==> config.mk <==
export PLATFORM = sky130hd
export DESIGN_NAME = rom_responder
export DESIGN_NICKNAME = d
export VERILOG_FILES = /design/src/rtl/rom_responder.sv
export SDC_FILE = /design/constraint.sdc
export NUM_CORES = 1
export LEC_CHECK = 0
export CORE_ASPECT_RATIO = 1.4
export CORE_MARGIN = 5
export CORE_UTILIZATION = 43
export CTS_BUF_LIST = sky130_fd_sc_hd__clkbuf_4 sky130_fd_sc_hd__clkbuf_8 sky130_fd_sc_hd__clkbuf_16
export DETAILED_ROUTE_END_ITERATION = 10
export GPL_TIMING_DRIVEN = 0
export PLACE_DENSITY = 0.74
export SYNTH_ARGS = -nofsm -noshare
export SYNTH_HDL_FRONTEND = slang
export SYNTH_SLANG_ARGS = --single-unit
==> constraint.sdc <==
create_clock -name clock -period 2.2 [get_ports clock]
set_input_delay 0.44 -clock clock [delete_from_list [all_inputs] [get_ports clock]]
set_output_delay 0.44 -clock clock [all_outputs]
set_load 0.1 [all_outputs]
==> src/rtl/rom_responder.sv <==
// ---------------------------------------------------------------------------
// rom_responder
//
// Bus-side model of a program ROM chip on a nibble-serial CPU bus.
// An instruction cycle has eight phases (A1 A2 A3 M1 M2 X1 X2 X3). The CPU
// sends the 12-bit fetch address as three nibbles in A1..A3. The top nibble
// (A3) selects the chip. When the chip is selected, it returns the program
// byte as OPR (M1) and OPA (M2).
//
// The chip also has a 4-bit I/O port:
//   - SRC (rom_cmd high in X2) selects the chip for I/O.
//   - WRR (opcode E2) loads io_out from the bus in X2.
//   - RDR (opcode EA) drives io_in onto the bus in X2.
//
// Ports
//   clock      in   single clock, rising edge
//   reset_n    in   asynchronous active-low reset
//   halt       in   freeze all registered state
//   sync       in   CPU X3 marker; the next cycle is A1
//   rom_cmd    in   CPU ROM command strobe (SRC in X2, I/O instr in M2)
//   data_i     in   nibble driven by the CPU
//   data_o     out  nibble driven to the CPU (0 when data_en is low)
//   data_en    out  data_o valid
//   rom_addr   out  byte address to the program store {A2, A1}
//   rom_rdata  in   program byte at rom_addr (combinational)
//   io_in      in   I/O input port
//   io_out     out  I/O output port latch
// ---------------------------------------------------------------------------
module rom_responder #(
    parameter logic [3:0] CHIP_ID = 4'h0
) (
    input  logic       clock,
    input  logic       reset_n,
    input  logic       halt,
    input  logic       sync,
    input  logic       rom_cmd,
    input  logic [3:0] data_i,
    output logic [3:0] data_o,
    output logic       data_en,
    output logic [7:0] rom_addr,
    input  logic [7:0] rom_rdata,
    input  logic [3:0] io_in,
    output logic [3:0] io_out
);

    typedef enum logic [2:0] {
        PhA1 = 3'd0,
        PhA2 = 3'd1,
        PhA3 = 3'd2,
        PhM1 = 3'd3,
        PhM2 = 3'd4,
        PhX1 = 3'd5,
        PhX2 = 3'd6,
        PhX3 = 3'd7
    } phase_e;

    typedef enum logic [1:0] {
        IoNone = 2'd0,
        IoWrr  = 2'd1,
        IoRdr  = 2'd2
    } io_op_e;

    localparam logic [3:0] OprIo  = 4'hE;
    localparam logic [3:0] OpaWrr = 4'h2;
    localparam logic [3:0] OpaRdr = 4'hA;

    // Registered state
    logic       locked_q,    locked_d;
    phase_e     phase_q,     phase_d;
    logic [7:0] rom_addr_q,  rom_addr_d;
    logic       fetch_sel_q, fetch_sel_d;
    logic [3:0] opr_q,       opr_d;
    io_op_e     io_op_q,     io_op_d;
    logic       src_sel_q,   src_sel_d;
    logic [3:0] io_out_q,    io_out_d;

    // -----------------------------------------------------------------------
    // Next-state logic
    // -----------------------------------------------------------------------
    always_comb begin
        locked_d    = locked_q;
        phase_d     = phase_q;
        rom_addr_d  = rom_addr_q;
        fetch_sel_d = fetch_sel_q;
        opr_d       = opr_q;
        io_op_d     = io_op_q;
        src_sel_d   = src_sel_q;
        io_out_d    = io_out_q;

        if (!halt) begin
            // Phase work happens only when aligned. When unlocked, nothing is latched.
            if (locked_q) begin
                case (phase_q)
                    PhA1: rom_addr_d[3:0] = data_i;
                    PhA2: rom_addr_d[7:4] = data_i;
                    PhA3: fetch_sel_d     = (data_i == CHIP_ID);
                    PhM1: begin
                        if (fetch_sel_q) begin
                            opr_d = rom_rdata[7:4];
                        end
                    end
                    PhM2: begin
                        io_op_d = IoNone;
                        if (rom_cmd && fetch_sel_q && (opr_q == OprIo)) begin
                            if (rom_rdata[3:0] == OpaWrr) begin
                                io_op_d = IoWrr;
                            end else if (rom_rdata[3:0] == OpaRdr) begin
                                io_op_d = IoRdr;
                            end
                        end
                    end
                    PhX2: begin
                        // rom_cmd in X2 is an SRC. A WRR never shares its X2 with an SRC.
                        if (rom_cmd) begin
                            src_sel_d = (data_i == CHIP_ID);
                        end else if ((io_op_q == IoWrr) && src_sel_q) begin
                            io_out_d = data_i;
                        end
                    end
                    PhX3: io_op_d = IoNone;
                    default: ;
                endcase

                // X3 wraps to A1 even if sync is missed.
                phase_d = phase_e'(phase_q + 3'd1);
            end

            // sync overrides the phase from any state. This also locks after reset.
            if (sync) begin
                locked_d = 1'b1;
                phase_d  = PhA1;
            end
        end
    end

    // -----------------------------------------------------------------------
    // State registers
    // -----------------------------------------------------------------------
    always_ff @(posedge clock or negedge reset_n) begin
        if (!reset_n) begin
            locked_q    <= 1'b0;
            phase_q     <= PhA1;
            rom_addr_q  <= 8'h00;
            fetch_sel_q <= 1'b0;
            opr_q       <= 4'h0;
            io_op_q     <= IoNone;
            src_sel_q   <= 1'b0;
            io_out_q    <= 4'h0;
        end else begin
            locked_q    <= locked_d;
            phase_q     <= phase_d;
            rom_addr_q  <= rom_addr_d;
            fetch_sel_q <= fetch_sel_d;
            opr_q       <= opr_d;
            io_op_q     <= io_op_d;
            src_sel_q   <= src_sel_d;
            io_out_q    <= io_out_d;
        end
    end

    // -----------------------------------------------------------------------
    // Bus drive
    // -----------------------------------------------------------------------
    // Drive enables come only from registered state. This keeps them constant
    // for the whole phase, including while halted.
    // Reset clears locked_q at once, so any drive in progress is dropped at once.
    always_comb begin
        data_en = 1'b0;
        data_o  = 4'h0;
        if (locked_q) begin
            case (phase_q)
                PhM1: begin
                    if (fetch_sel_q) begin
                        data_en = 1'b1;
                        data_o  = rom_rdata[7:4];
                    end
                end
                PhM2: begin
                    if (fetch_sel_q) begin
                        data_en = 1'b1;
                        data_o  = rom_rdata[3:0];
                    end
                end
                PhX2: begin
                    if ((io_op_q == IoRdr) && src_sel_q) begin
                        data_en = 1'b1;
                        data_o  = io_in;
                    end
                end
                default: ;
            endcase
        end
    end

    assign rom_addr = rom_addr_q;
    assign io_out   = io_out_q;

endmodule

==> flow_summary.toml, run 1 <==
# physical design summary
[setup_path]
worst_setup_path_start_kind = "flop"
cp.arrival_ns = 1.82
slowest_stage = "dfrtp_1"
worstPathBufferInverterCount = 2
slowest_delay_ns = 0.42

[floorplanning]
rows = 23
coreArea_mm2 = 0.00288
num_io_pins = 38

[route]
drt_first_pass_iters = 4

[timing]
setup_viol = 5
max_freq_ghz = 0.443
maxSlewHeadroom_pct = 26.6
worst_slack_ns = -0.0555
fin_setup_tns_ns = -0.156

[layout]
seq_share_pct = 30.3
inverters_excl_clock = 5
area_dominant_class = "multi-input combinational cells"
fin_nets = 175
antenna_cells = 0

[cts]
cts.clk_slew.worst_paths_ns = 0.09
cts-buffers-inserted = 3
htreeDepth = 1
cts_tree = "done"

[outcome]
violations = "negative setup slack"
outcome = "finished with violations"

[yosys]
synth_area_mm2 = 0.00128
netlist_top_cells_count = "dfrtp_1, mux2_2, mux2_4, ha_1"
synthCells = 101
synthArstFlopShare_pct = 100
ys_seq_share_pct = 46.8

[global_route]
top_usage_layer = "met2"
grt_max_degree = 25

[placement]
place.gp.congestion = 0.843

[power_and_ir_drop]
p_per_area_mw_per_mm2 = 960
==> run 1: state kept, by name, summed over array words and instances (netlist names) <==
name	cells
fetch_sel_q	1
rom_addr	8
io_op_q	2
opr_q	4
io_out	4
phase_q	3
src_sel_q	1
locked_q	1
==> run 1: worst paths after layout <==
kind	from	endpoint	slack (ns)	depth (start not counted)
max	phase_q[0]$_DFFE_PN0P_	data_o[1]	-0.06	6
min	opr_q[0]$_DFFE_PN0P_	opr_q[0]$_DFFE_PN0P_	0.51	1
max reg2reg	phase_q[0]$_DFFE_PN0P_	io_op_q[1]$_DFFE_PN0P_	0.22	6
min reg2reg	opr_q[0]$_DFFE_PN0P_	opr_q[0]$_DFFE_PN0P_	0.51	1
max in group asynchronous	reset_n	io_out[1]$_DFFE_PN0P_	0.78	1
min in group asynchronous	reset_n	rom_addr[4]$_DFFE_PN0P_	0.76	1
==> run 1: layer usage <==
| metal | vias up | wire length [um] |
|---|---|---|
| met1 | 506 | 1360 |
| met3 | 5 | 133 |
| met5 | - | 0 |
| li1 | 477 | - |
| met4 | 0 | 31 |
| met2 | 25 | 1850 |
==> run 1: power by group <==
group	switching, uW	internal (uW)	leakage, uW
Combinational	654	277	0.000594
Clock	144	243	0.0000357
Sequential	62.0	525	0.000310
Total	860	1040	0.000939
==> run 1: cells by family after synthesis <==
kind of cell	after synthesis	share of synthesized area, %
flip-flops	24	46.8
AND-OR/OR-AND	23	13.7
AND/OR/NAND/NOR	20	11.3
multiplexers	19	19.0
buffers and inverters	9	3.31
adder cells (fa/ha/maj)	6	5.85
==> run 1: what timing repair did <==
action,CTS,global route
resized,70,3
buffers inserted,3,3
setup endpoints to repair,15,7
pin swaps,4,4
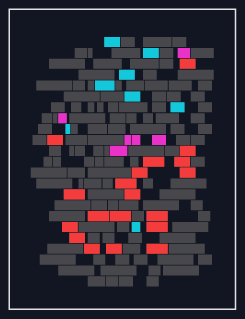
**Above:** run 1 (selected gate families).
Scale: 4 px per um.
nor cells -> cyan  # cells 8
mux cells -> red  # cells 19
nand cells -> magenta  # cells 6, where center
fin cells: 184
logic share of the area: 38.6%
most frequent logic cell in the layout: dfrtp_1

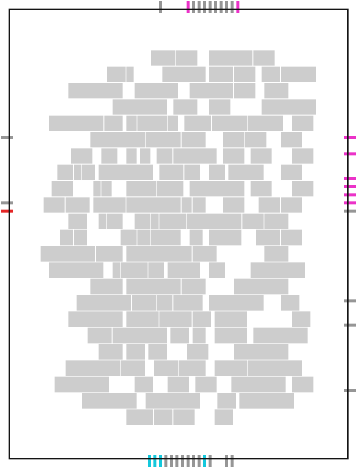
**Above:** run 1 (I/O pins on the die edge).
Scale: 6 px per um. Pins as bars across the die edge, other pins in gray.
sync -> red  # pins 1, direction input, edge left
rom_rdata -> magenta  # pins 8, direction input, edge 6 right, 2 top
io_out -> cyan  # pins 4, direction output, edge bottom
number of port buffers: 37
die y size: 74.7 um
Die X: 56.2 um

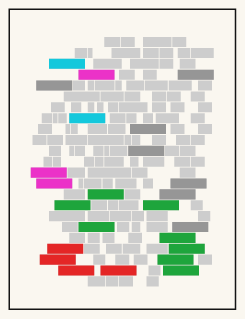
**Above:** run 1 (where the registers sit).
Scale: 4 px per um. Other sequential cells in the stronger gray, the rest of the logic in the fainter gray.
phase_q -> magenta  # sequential cells 3
rom_addr -> green  # sequential cells 8
io_op_q -> cyan  # sequential cells 2
io_out -> red  # sequential cells 4, where lower left
post-route core utilization: 69.0%
Sequential Power: 587 uW

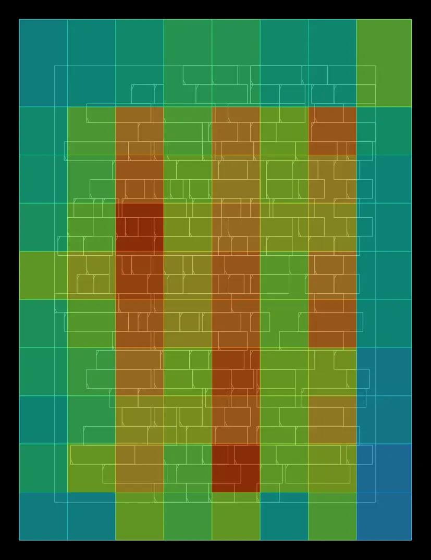
**Above:** run 1 (routing congestion).
met3 usage: 3.09%
gr usage total: 16.9%
grt met2 use: 32.2%
drt wl/cell: 18.3 um
GR Util met1: 19.7%

**Run 1: layout detail**

Region (16, 10) to (41, 35) um. Cells in gray, sequential cells in the stronger gray; small squares are vias.
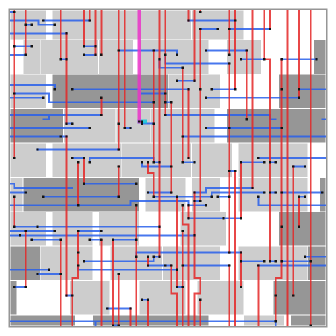

==> run 2: changes to the inputs <==
--- a/config.mk
+++ b/config.mk
@@ -12,6 +12,8 @@
 export DETAILED_ROUTE_END_ITERATION = 10
 export GPL_TIMING_DRIVEN = 0
 export PLACE_DENSITY = 0.74
+export REMOVE_ABC_BUFFERS = 1
+export SKIP_CTS_REPAIR_TIMING = 1
 export SYNTH_ARGS = -nofsm -noshare
 export SYNTH_HDL_FRONTEND = slang
 export SYNTH_SLANG_ARGS = --single-unit
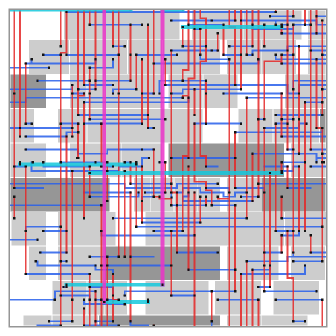
**Above:** run 2 (layout detail).
Region (16, 10) to (41, 35) um. Cells in gray, sequential cells in the stronger gray; small squares are vias.
M4 -> magenta
M2 -> red
M1 -> blue
M3 -> cyan
sequential cells in the window = 4
most frequent = buf_4 (6), dfrtp_1 (4), o21ai_0 (3)
netlist names of flops here include = opr_q (2)
cells with their middle in the window = 47

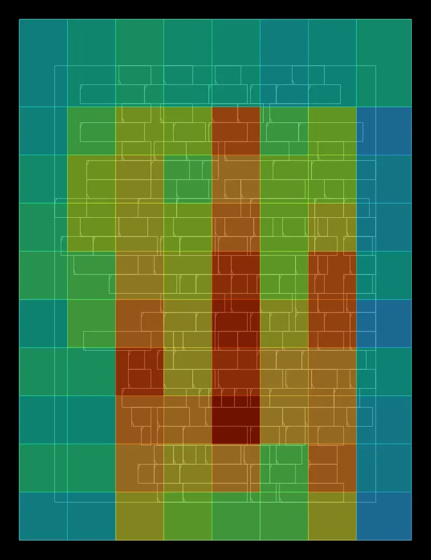
**Above:** run 2 (routing congestion).
drt wl/cell: 18.8 um
met3 usage: 2.57%
Most Crowded Layer GR: met2

==> run 2 against run 1 <==
Critical path depth did not move; maximum frequency is 1.8% higher; core utilization is 2.1 points lower; critical endpoint is now data_o[3]; the flow still finishes with violations (negative setup slack); clock skew decreased by 0.0037 ns; design area decreased by 3.0%; largest cell class unchanged; global-route usage fell by 1.6 points; via count rose by 3.5%.
==> flow_summary.toml, run 2 <==
# physical design summary
[timing]
worst_slack_ns = -0.0165
setup_viol = 2
max_freq_ghz = 0.451

[setup_path]
r2r_start = "phase_q[1]$_DFFE_PN0P_"
slowest_delay_ns = 0.47
critical_path_class = "reg -> out"
ff2ff_path_depth = 6
ff2ff_setup_slack_ns = 0.20
regToRegEndpoint = "io_op_q[0]$_DFFE_PN0P_"

[yosys]
netlist_top_cells_count = "dfrtp_1, mux2_2, mux2_4, ha_1"
synthCells = 101
ys_cells = 101
synthArstFlopShare_pct = 100
synth_area_mm2 = 0.00128
ys_seq_share_pct = 46.8

[layout]
fin_nets = 176
final_cells = 185
final_layout_top_logic_cell = "dfrtp_1"
antenna_cells = 0
final_core_util_pct = 66.9

[floorplanning]
coreArea_mm2 = 0.00288
dieWidth_um = 56.2
die_y_um = 74.7
num_io_pins = 38
rows = 23

[outcome]
violations = "negative setup slack"
outcome = "finished with violations"

[route]
wl_met1_mm = 1.42
top_layer_used = "met4"
drt_first_pass_iters = 4
met3_length_um = 174

[cts]
cts-buffers-inserted = 3
cts_tree = "done"
htreeDepth = 1
cts.clk_slew.worst_paths_ns = 0.09

[global_route]
grtUsageTotal_pct = 15.3
use_met1_pct = 18.3
grt_util_met2_pct = 27.6

[min_path]
hold_end = "opr_q[0]$_DFFE_PN0P_"
hold_depth = 1
min-delay-start = "opr_q[0]$_DFFE_PN0P_"
hp-class = "reg -> reg"

[placement]
port_buffers = 37
place.gp.congestion = 0.760

[power_and_ir_drop]
p_per_area_mw_per_mm2 = 1010

[run]
warnings = 30
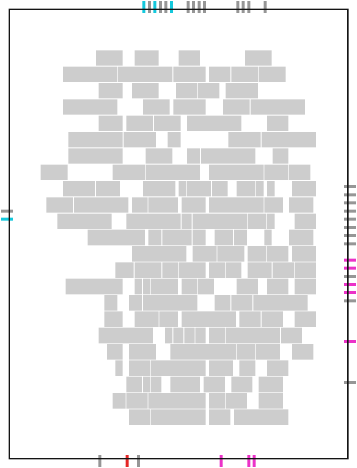
**Above:** run 2 (I/O pins on the die edge).
Scale: 6 px per um. Pins as bars across the die edge, other pins in gray.
sync -> red  # pins 1, direction input, edge bottom
rom_rdata -> magenta  # pins 8, direction input, edge 5 right, 3 bottom
io_out -> cyan  # pins 4, direction output, edge 3 top, 1 left
all pins by edge = 16 right, 14 top, 6 bottom, 2 left

run 2: how the worst max path moves through the flow:
stage,start,to,slack [ns],cells past startpoint
2_1_floorplan,phase_q[0]$_DFFE_PN0P_,data_en,-0.68,5
3_3_place_gp,phase_q[2]$_DFFE_PN0P_,data_o[3],-0.75,5
3_5_place_dp,phase_q[2]$_DFFE_PN0P_,data_o[2],-0.77,5
4_1_cts,phase_q[2]$_DFFE_PN0P_,data_o[2],-1.07,5
5_1_grt,phase_q[0]$_DFFE_PN0P_,data_o[3],-0.09,7
6_report,phase_q[1]$_DFFE_PN0P_,data_o[3],-0.02,6
run 2: cell families (layout without fill, tap and decap cells):
family / after synthesis / after routing / synth area share, %
AOI/OAI and AO/OA: 23 / 23 / 13.7
muxes: 19 / 19 / 19.0
buffers and inverters: 9 / 56 / 3.31
DFF: 24 / 24 / 46.8
and+or+nand+nor: 20 / 20 / 11.3
adders and majority gates: 6 / 6 / 5.85
run 2: power by group:
| part | internal, uW | switching (uW) | leakage [uW] |
|---|---|---|---|
| Sequential | 526 | 65.0 | 0.000306 |
| Combinational | 309 | 644 | 0.000644 |
| Clock | 244 | 152 | 0.0000357 |
run 2: per-stage QoR:
step	hold slack (ns)	TNS (ns)	setup WS, ns
after global routing	0.526	-0.325	-0.0885
after detailed placement	0.492	-3.75	-0.768
after global placement	0.483	-3.68	-0.755
after floorplan	0.144	-3.08	-0.679
final	0.511	-0.0206	-0.0165
after CTS	0.512	-5.39	-1.07
run 2: layout make-up:
class	instances	area, um^2	share of cell area (%)
well taps	37	46.3	2.41
repair buffers	47	482	25.0
inverters	5	18.8	0.975
clock buffers	3	41.3	2.15
clock inverters	1	30.0	1.56
multi-input cells	68	702	36.5
flip-flops and latches	24	604	31.4
**Run 2: where the registers sit**

Scale: 4 px per um. Other sequential cells in the stronger gray, the rest of the logic in the fainter gray.
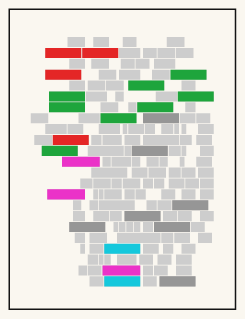

==> run 3: changes to the inputs <==
--- a/config.mk
+++ b/config.mk
@@ -12,6 +12,7 @@
 export DETAILED_ROUTE_END_ITERATION = 10
 export GPL_TIMING_DRIVEN = 0
 export PLACE_DENSITY = 0.74
+export RECOVER_POWER = 25
 export REMOVE_ABC_BUFFERS = 1
 export SKIP_CTS_REPAIR_TIMING = 1
 export SYNTH_ARGS = -nofsm -noshare
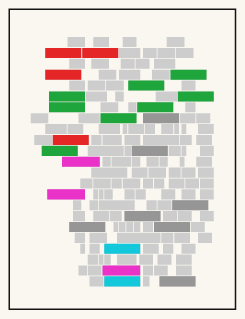
**Above:** run 3 (where the registers sit).
Scale: 4 px per um. Other sequential cells in the stronger gray, the rest of the logic in the fainter gray.
Seq/total area: 31.6%
Seq. cell area: 604 um^2
post-route core utilization: 66.4%
Sequential Power: 590 uW

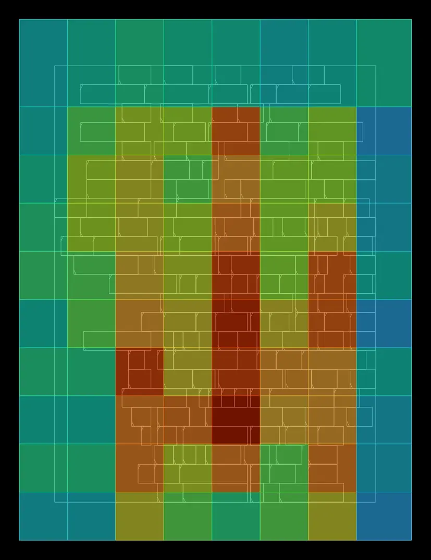
**Above:** run 3 (routing congestion).
gr usage total: 15.3%
GR Util met1: 18.3%
grt met2 use: 27.6%
drt wl/cell: 18.7 um

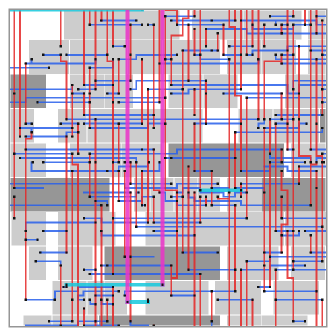
**Above:** run 3 (layout detail).
Region (16, 10) to (41, 35) um. Cells in gray, sequential cells in the stronger gray; small squares are vias.

==> run 3 against run 2 <==
The flow still finishes with violations (negative setup slack); flip-flop count is the same; die area is the same; non-clock buffer count is the same; core utilization shrank 0.48 points; critical path type unchanged; design area shrank 0.72%; power shrank 0.26%; sequential power is essentially flat; clock power is essentially flat; via count shrank 0.95%; combinational power shrank 0.4%; synthesized area is the same; clock skew is essentially flat; largest cell class unchanged.
==> flow_summary.toml, run 3 <==
# physical design summary
[cts]
htreeDepth = 1
cts.clk_slew.worst_paths_ns = 0.09

[floorplanning]
dieWidth_um = 56.2
coreArea_mm2 = 0.00288
num_io_pins = 38

[setup_path]
cp-endpoint = "data_o[3]"
r2r_start = "phase_q[1]$_DFFE_PN0P_"
critical_path_class = "reg -> out"
cp-startpoint = "phase_q[1]$_DFFE_PN0P_"
cp.arrival_ns = 1.77
ff2ff_setup_slack_ns = 0.17

[outcome]
violations = "negative setup slack"
outcome = "finished with violations"

[timing]
fin_setup_tns_ns = -0.0169
worst_slack_ns = -0.0146
setup_viol = 2

[placement]
port_buffers = 37

[power_and_ir_drop]
seqPwrFrac_pct = 30.5
p_int_uw = 1080
switching_share_pct = 44.4
clock_power_share_pct = 20.4

[yosys]
netlist_top_cells_count = "dfrtp_1, mux2_2, mux2_4, ha_1"
synth_area_mm2 = 0.00128

[min_path]
min-delay-start = "opr_q[0]$_DFFE_PN0P_"
hp-class = "reg -> reg"

[layout]
final_layout_top_logic_cell = "dfrtp_1"
antenna_cells = 0
fin_nets = 176

[run]
warnings = 30
-- run 3: netlist changes by cell type in the layout (fill, tap and decap cells not counted) --
cell,delta
and2b_1,+1
and2b_4,-1
clkdlybuf4s50_1,-2
dlygate4sd3_1,+2
nand3_1,+1
nand3_2,-1
nand4_1,+1
nand4_2,-1
-- run 3: critical path: cells and delay by family, from the launching register on --
family | cells | cell delay [ns]
buffers and inverters | 1 | 0.19
AND/OR/NAND/NOR | 1 | 0.08
flip-flops | 1 | 0.47
AND-OR/OR-AND | 2 | 0.39
adder cells (fa/ha/maj) | 2 | 0.37
-- run 3: metrics by stage --
step / hold WS (ns) / setup WS (ns)
after detailed placement: 0.492 / -0.768
after CTS: 0.512 / -1.07
final: 0.512 / -0.0146
after floorplan: 0.144 / -0.679
after global routing: 0.526 / -0.0881
after global placement: 0.483 / -0.755
-- run 3: cells by family after synthesis --
logic type | share of synthesized area (%)
DFF | 46.8
and+or+nand+nor | 11.3
AOI/OAI and AO/OA | 13.7
adders and majority gates | 5.85
muxes | 19.0
buffers and inverters | 3.31
-- run 3: final cells by class --
type	instances	area, um^2	share of cell area, %
Sequential cell	24	604	31.6
Timing Repair Buffer	47	482	25.2
Clock inverter	1	30.0	1.57
Clock buffer	3	41.3	2.16
Tap cell	37	46.3	2.42
Multi-Input combinational cell	68	688	36.0
Inverter	5	18.8	0.982
-- run 3: per-layer routing --
layer	track usage, %	vias to the layer above	wire length [um]
li1	-	478	-
met1	18.3	526	1430
met2	27.6	27	1800
met3	2.57	7	142
met4	6.33	0	89
met5	0	-	0
-- run 3: power by group through the flow --
stage | logic, uW | clock network, uW | registers (uW)
after floorplan | 196 | 0 | 1060
after detailed placement | 898 | 0 | 595
final | 949 | 395 | 590
after global placement | 891 | 0 | 590
after CTS | 903 | 390 | 586
after global routing | 982 | 415 | 601
Power and IR drop assume default switching activity.
